[src/rtl/clock_set_controller.sv]
`default_nettype none
// ============================================================================
// Module   : clock_set_controller
// Summary  : Two-button time-setting sequencer feeding digital_clock's load bus.
// Revision : 1.0 - initial release
// ============================================================================
module clock_set_controller #(
   parameter int REPEAT_CYCLES  = 5,
   parameter int TIMEOUT_CYCLES = 600,
   parameter int LOAD_CYCLES    = 2
) (
   input  logic       clk,
   input  logic       rst_n,
   input  logic       btn_mode,
   input  logic       btn_inc,
   input  logic [3:0] cur_hours,
   input  logic [5:0] cur_minutes,
   input  logic [5:0] cur_seconds,
   output logic       adjust_clock,
   output logic [3:0] in_hours,
   output logic [5:0] in_minutes,
   output logic [5:0] in_seconds,
   output logic       set_mode,
   output logic [1:0] field_sel
);

   localparam int c_rep_w  = $clog2(REPEAT_CYCLES + 1);
   localparam int c_idle_w = $clog2(TIMEOUT_CYCLES + 1);
   localparam int c_load_w = $clog2(LOAD_CYCLES + 1);
   localparam logic [c_rep_w-1:0]  c_rep_last  = c_rep_w'(REPEAT_CYCLES - 1);
   localparam logic [c_idle_w-1:0] c_idle_last = c_idle_w'(TIMEOUT_CYCLES - 1);
   localparam logic [c_load_w-1:0] c_load_last = c_load_w'(LOAD_CYCLES - 1);

   typedef enum logic [2:0] {
      ST_RUN   = 3'd0,
      ST_SET_H = 3'd1,
      ST_SET_M = 3'd2,
      ST_SET_S = 3'd3,
      ST_LOAD  = 3'd4
   } state_t;

   state_t              r_state;
   state_t              w_state_nxt;
   logic [1:0]          r_mode_sync;
   logic [1:0]          r_inc_sync;
   logic                r_mode_prev;
   logic                r_inc_prev;
   logic [c_rep_w-1:0]  r_hold;
   logic [c_idle_w-1:0] r_idle;
   logic [c_load_w-1:0] r_load_cnt;
   logic [3:0]          r_hours;
   logic [5:0]          r_minutes;
   logic [5:0]          r_seconds;

   logic w_mode_press;
   logic w_inc_press;
   logic w_in_set;
   logic w_inc_act;
   logic w_repeat;
   logic w_bump;
   logic w_timeout;

   always_ff @(posedge clk or negedge rst_n) begin
      if (!rst_n) begin
         r_mode_sync <= 2'b00;
         r_inc_sync  <= 2'b00;
         r_mode_prev <= 1'b0;
         r_inc_prev  <= 1'b0;
      end else begin
         r_mode_sync <= {r_mode_sync[0], btn_mode};
         r_inc_sync  <= {r_inc_sync[0], btn_inc};
         r_mode_prev <= r_mode_sync[1];
         r_inc_prev  <= r_inc_sync[1];
      end
   end

   assign w_mode_press = r_mode_sync[1] & ~r_mode_prev;
   assign w_inc_press  = r_inc_sync[1] & ~r_inc_prev;
   assign w_in_set     = (r_state == ST_SET_H) || (r_state == ST_SET_M) || (r_state == ST_SET_S);
   // A mode press always wins over a coincident inc press or repeat.
   assign w_inc_act    = w_in_set & w_inc_press & ~w_mode_press;
   assign w_repeat     = w_in_set & r_inc_sync[1] & ~w_inc_press & ~w_mode_press
                         & (r_hold == c_rep_last);
   assign w_bump       = w_inc_act | w_repeat;
   assign w_timeout    = w_in_set & ~w_mode_press & ~w_inc_press & ~w_repeat
                         & (r_idle == c_idle_last);

   always_comb begin
      w_state_nxt  = r_state;
      adjust_clock = 1'b0;
      set_mode     = 1'b0;
      field_sel    = 2'd0;
      case (r_state)
         ST_RUN: begin
            if (w_mode_press) w_state_nxt = ST_SET_H;
         end
         ST_SET_H: begin
            set_mode  = 1'b1;
            field_sel = 2'd1;
            if (w_mode_press)   w_state_nxt = ST_SET_M;
            else if (w_timeout) w_state_nxt = ST_RUN;
         end
         ST_SET_M: begin
            set_mode  = 1'b1;
            field_sel = 2'd2;
            if (w_mode_press)   w_state_nxt = ST_SET_S;
            else if (w_timeout) w_state_nxt = ST_RUN;
         end
         ST_SET_S: begin
            set_mode  = 1'b1;
            field_sel = 2'd3;
            if (w_mode_press)   w_state_nxt = ST_LOAD;
            else if (w_timeout) w_state_nxt = ST_RUN;
         end
         ST_LOAD: begin
            adjust_clock = 1'b1;
            if (r_load_cnt == c_load_last) w_state_nxt = ST_RUN;
         end
         default: w_state_nxt = ST_RUN;
      endcase
   end

   always_ff @(posedge clk or negedge rst_n) begin
      if (!rst_n) r_state <= ST_RUN;
      else        r_state <= w_state_nxt;
   end

   always_ff @(posedge clk or negedge rst_n) begin
      if (!rst_n) begin
         r_hold     <= '0;
         r_idle     <= '0;
         r_load_cnt <= '0;
      end else begin
         if (!w_in_set || !r_inc_sync[1] || w_inc_press || w_mode_press || w_timeout || w_repeat)
            r_hold <= '0;
         else
            r_hold <= r_hold + c_rep_w'(1);

         if (!w_in_set || (w_state_nxt != r_state) || w_mode_press || w_inc_press || w_repeat)
            r_idle <= '0;
         else
            r_idle <= r_idle + c_idle_w'(1);

         if (w_state_nxt == ST_LOAD && r_state == ST_LOAD)
            r_load_cnt <= r_load_cnt + c_load_w'(1);
         else
            r_load_cnt <= '0;
      end
   end

   always_ff @(posedge clk or negedge rst_n) begin
      if (!rst_n) begin
         r_hours   <= 4'd12;
         r_minutes <= 6'd0;
         r_seconds <= 6'd0;
      end else if (r_state == ST_RUN && w_mode_press) begin
         // Out-of-range running values are clamped so the shadow is always legal.
         r_hours   <= (cur_hours == 4'd0 || cur_hours > 4'd12) ? 4'd12 : cur_hours;
         r_minutes <= (cur_minutes > 6'd59) ? 6'd0 : cur_minutes;
         r_seconds <= (cur_seconds > 6'd59) ? 6'd0 : cur_seconds;
      end else if (w_bump) begin
         case (r_state)
            ST_SET_H: r_hours   <= (r_hours >= 4'd12)   ? 4'd1 : r_hours + 4'd1;
            ST_SET_M: r_minutes <= (r_minutes >= 6'd59) ? 6'd0 : r_minutes + 6'd1;
            ST_SET_S: r_seconds <= (r_seconds >= 6'd59) ? 6'd0 : r_seconds + 6'd1;
            default: ;
         endcase
      end
   end

   assign in_hours   = r_hours;
   assign in_minutes = r_minutes;
   assign in_seconds = r_seconds;

endmodule
`default_nettype wire

[config.mk]
export PLATFORM = sky130hd
export DESIGN_NAME = clock_set_controller
export DESIGN_NICKNAME = d
export VERILOG_FILES = /design/src/rtl/clock_set_controller.sv
export SDC_FILE = /design/constraint.sdc
export NUM_CORES = 1
export LEC_CHECK = 0
export ABC_CLOCK_PERIOD_IN_PS = 5450
export CELL_PAD_IN_SITES_DETAIL_PLACEMENT = 0
export CELL_PAD_IN_SITES_GLOBAL_PLACEMENT = 1
export CORE_ASPECT_RATIO = 2
export CORE_MARGIN = 4
export CORE_UTILIZATION = 43
export DETAILED_ROUTE_END_ITERATION = 8
export MAX_ROUTING_LAYER = met4
export PLACE_DENSITY_LB_ADDON = 0.1
export SLEW_MARGIN = 20
export SYNTH_ARGS = -nofsm -noshare
export SYNTH_HDL_FRONTEND = slang
export SYNTH_SLANG_ARGS = --single-unit
export TNS_END_PERCENT = 5
[constraint.sdc]
create_clock -name clk -period 5.45 [get_ports clk]
set_input_delay 1.09 -clock clk [delete_from_list [all_inputs] [get_ports clk]]
set_output_delay 1.09 -clock clk [all_outputs]
set_load 0.005 [all_outputs]
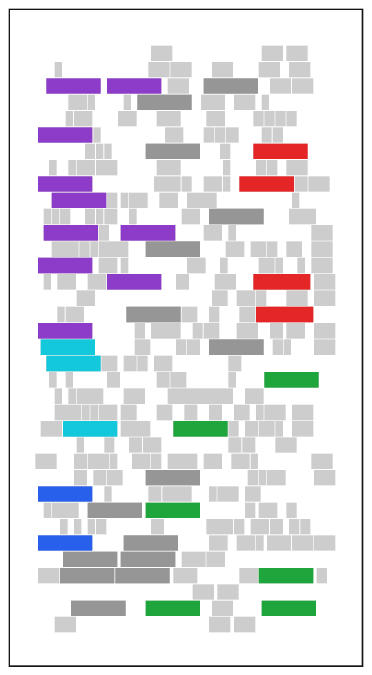
flops_by_reg.png
(6 px per um) Other sequential cells in the stronger grey, the rest of the logic in the fainter grey.
in_hours: marked red, flops 4. r_load_cnt: marked blue, flops 2. r_idle: marked purple, flops 10. in_seconds: marked green, flops 6. r_hold: marked cyan, flops 3.
Another 15 sequential cells are not coloured.

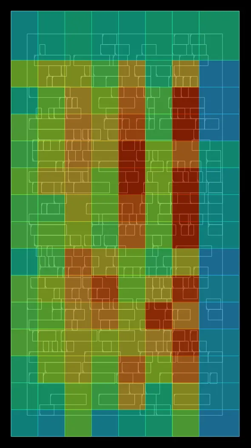
congestion.png
Post-Route Utilization: 0.552
Top Usage Layer GRT: met2
Avg WL per Cell: 16.0 um
met1 track demand over resource: 0.202

==> flow_summary.toml <==
# yosys + openroad results
[setup_path]
start_kind = "register"
r2r-end = "in_seconds[1]$_DFFE_PN0P_"
cpMaxStageDelayCell = "sky130_fd_sc_hd__dfrtp_1"
crit_path_end = "adjust_clock"
worst_r2r_path_depth = 4
critPathTopFamily = "flip-flops"
r2r-start = "r_state[1]$_DFF_PN0_"
worst_setup_path_end_kind = "primary output"
crit_path_max_incr_delay_ps = 750
critical_path.n_buffers_inverters = 1
worstSetupStartpoint = "r_state[2]$_DFF_PN0_"

[flow_run]
log.warning_count = 27

[synth]
synthSimpleGateAreaFrac = 0.225
syn_area_um2 = 2200
edf_count = 0
synth.top_cell.area_share = 0.432
postSynth.asyncResetShare = 1.00
synthesis.nets = 250
synth.lib_cells_used.distinct = 49
topCellsByArea = "sky130_fd_sc_hd__dfrtp_1 43%, sky130_fd_sc_hd__nor2_1 4.4%, sky130_fd_sc_hd__ha_1 4.0%"
ys_dominant_reg_cell = "sky130_fd_sc_hd__dfrtp_1"
area_reported_by_yosys_stat_um2 = 2200
ys_seq_frac = 0.455
yosys-top-cells-count = "38 x sky130_fd_sc_hd__dfrtp_1, 26 x sky130_fd_sc_hd__nor2_1, 11 x sky130_fd_sc_hd__nand2_1"
syn_area_per_cell_um2 = 9.88

[finish]
nonClockInverterCount = 9
nMultiInputCombCells = 165
area_share_clock_buf_inv = 0.0397
area_added_between_synthesis_and_finish_pct = 23.0
top_area_cell_class = "multi-input combinational cells"
clock_buffer_count = 6
numSequentialCells = 40
post_route_cells_drive_above_1_share = 0.0843

[sta]
unrepaired_setup_endpoints_after_global_routing = "false"
setup_viol = 0
setup-tns-final_ps = 0
highest_clock_rate_mhz = 348

[hold_path]
hold-path-cell-count = 0

[grt]
grt_antenna_before_repair = 0
first_global_vias = 1907
groute.layer.met3.usage = 0.0284

[run_status]
outcome = "complete, no violations"

[drt]
remaining_drc_errors = 0
drt_total_wl_um = 5100

[clock_network]
cts_resized = 0

[place]
place_hpwl_um = 3770
==> power breakdown <==
part           internal, W  switching [W]
Clock             0.000136       0.000107
Combinational     0.000272       0.000189
Sequential        0.000377       0.000114
Total             0.000786       0.000409
==> logic make-up (layout without fill, tap and decap cells) <==
| kind of cell | after synthesis | in the layout |
|---|---|---|
| XOR/XNOR | 9 | 9 |
| AND/OR/NAND/NOR | 90 | 90 |
| flip-flops | 40 | 40 |
| AND-OR/OR-AND | 51 | 51 |
| adder cells (fa/ha/maj) | 7 | 7 |
| buffers and inverters | 18 | 56 |
| multiplexers | 8 | 8 |
==> metal layers <==
| metal | part of all wire | wire length [um] |
|---|---|---|
| met5 | 0 | 0 |
| met4 | 0.039 | 201 |
| met3 | 0.037 | 189 |
| met2 | 0.53 | 2730 |
| met1 | 0.39 | 1990 |
Power and IR drop assume default switching activity.
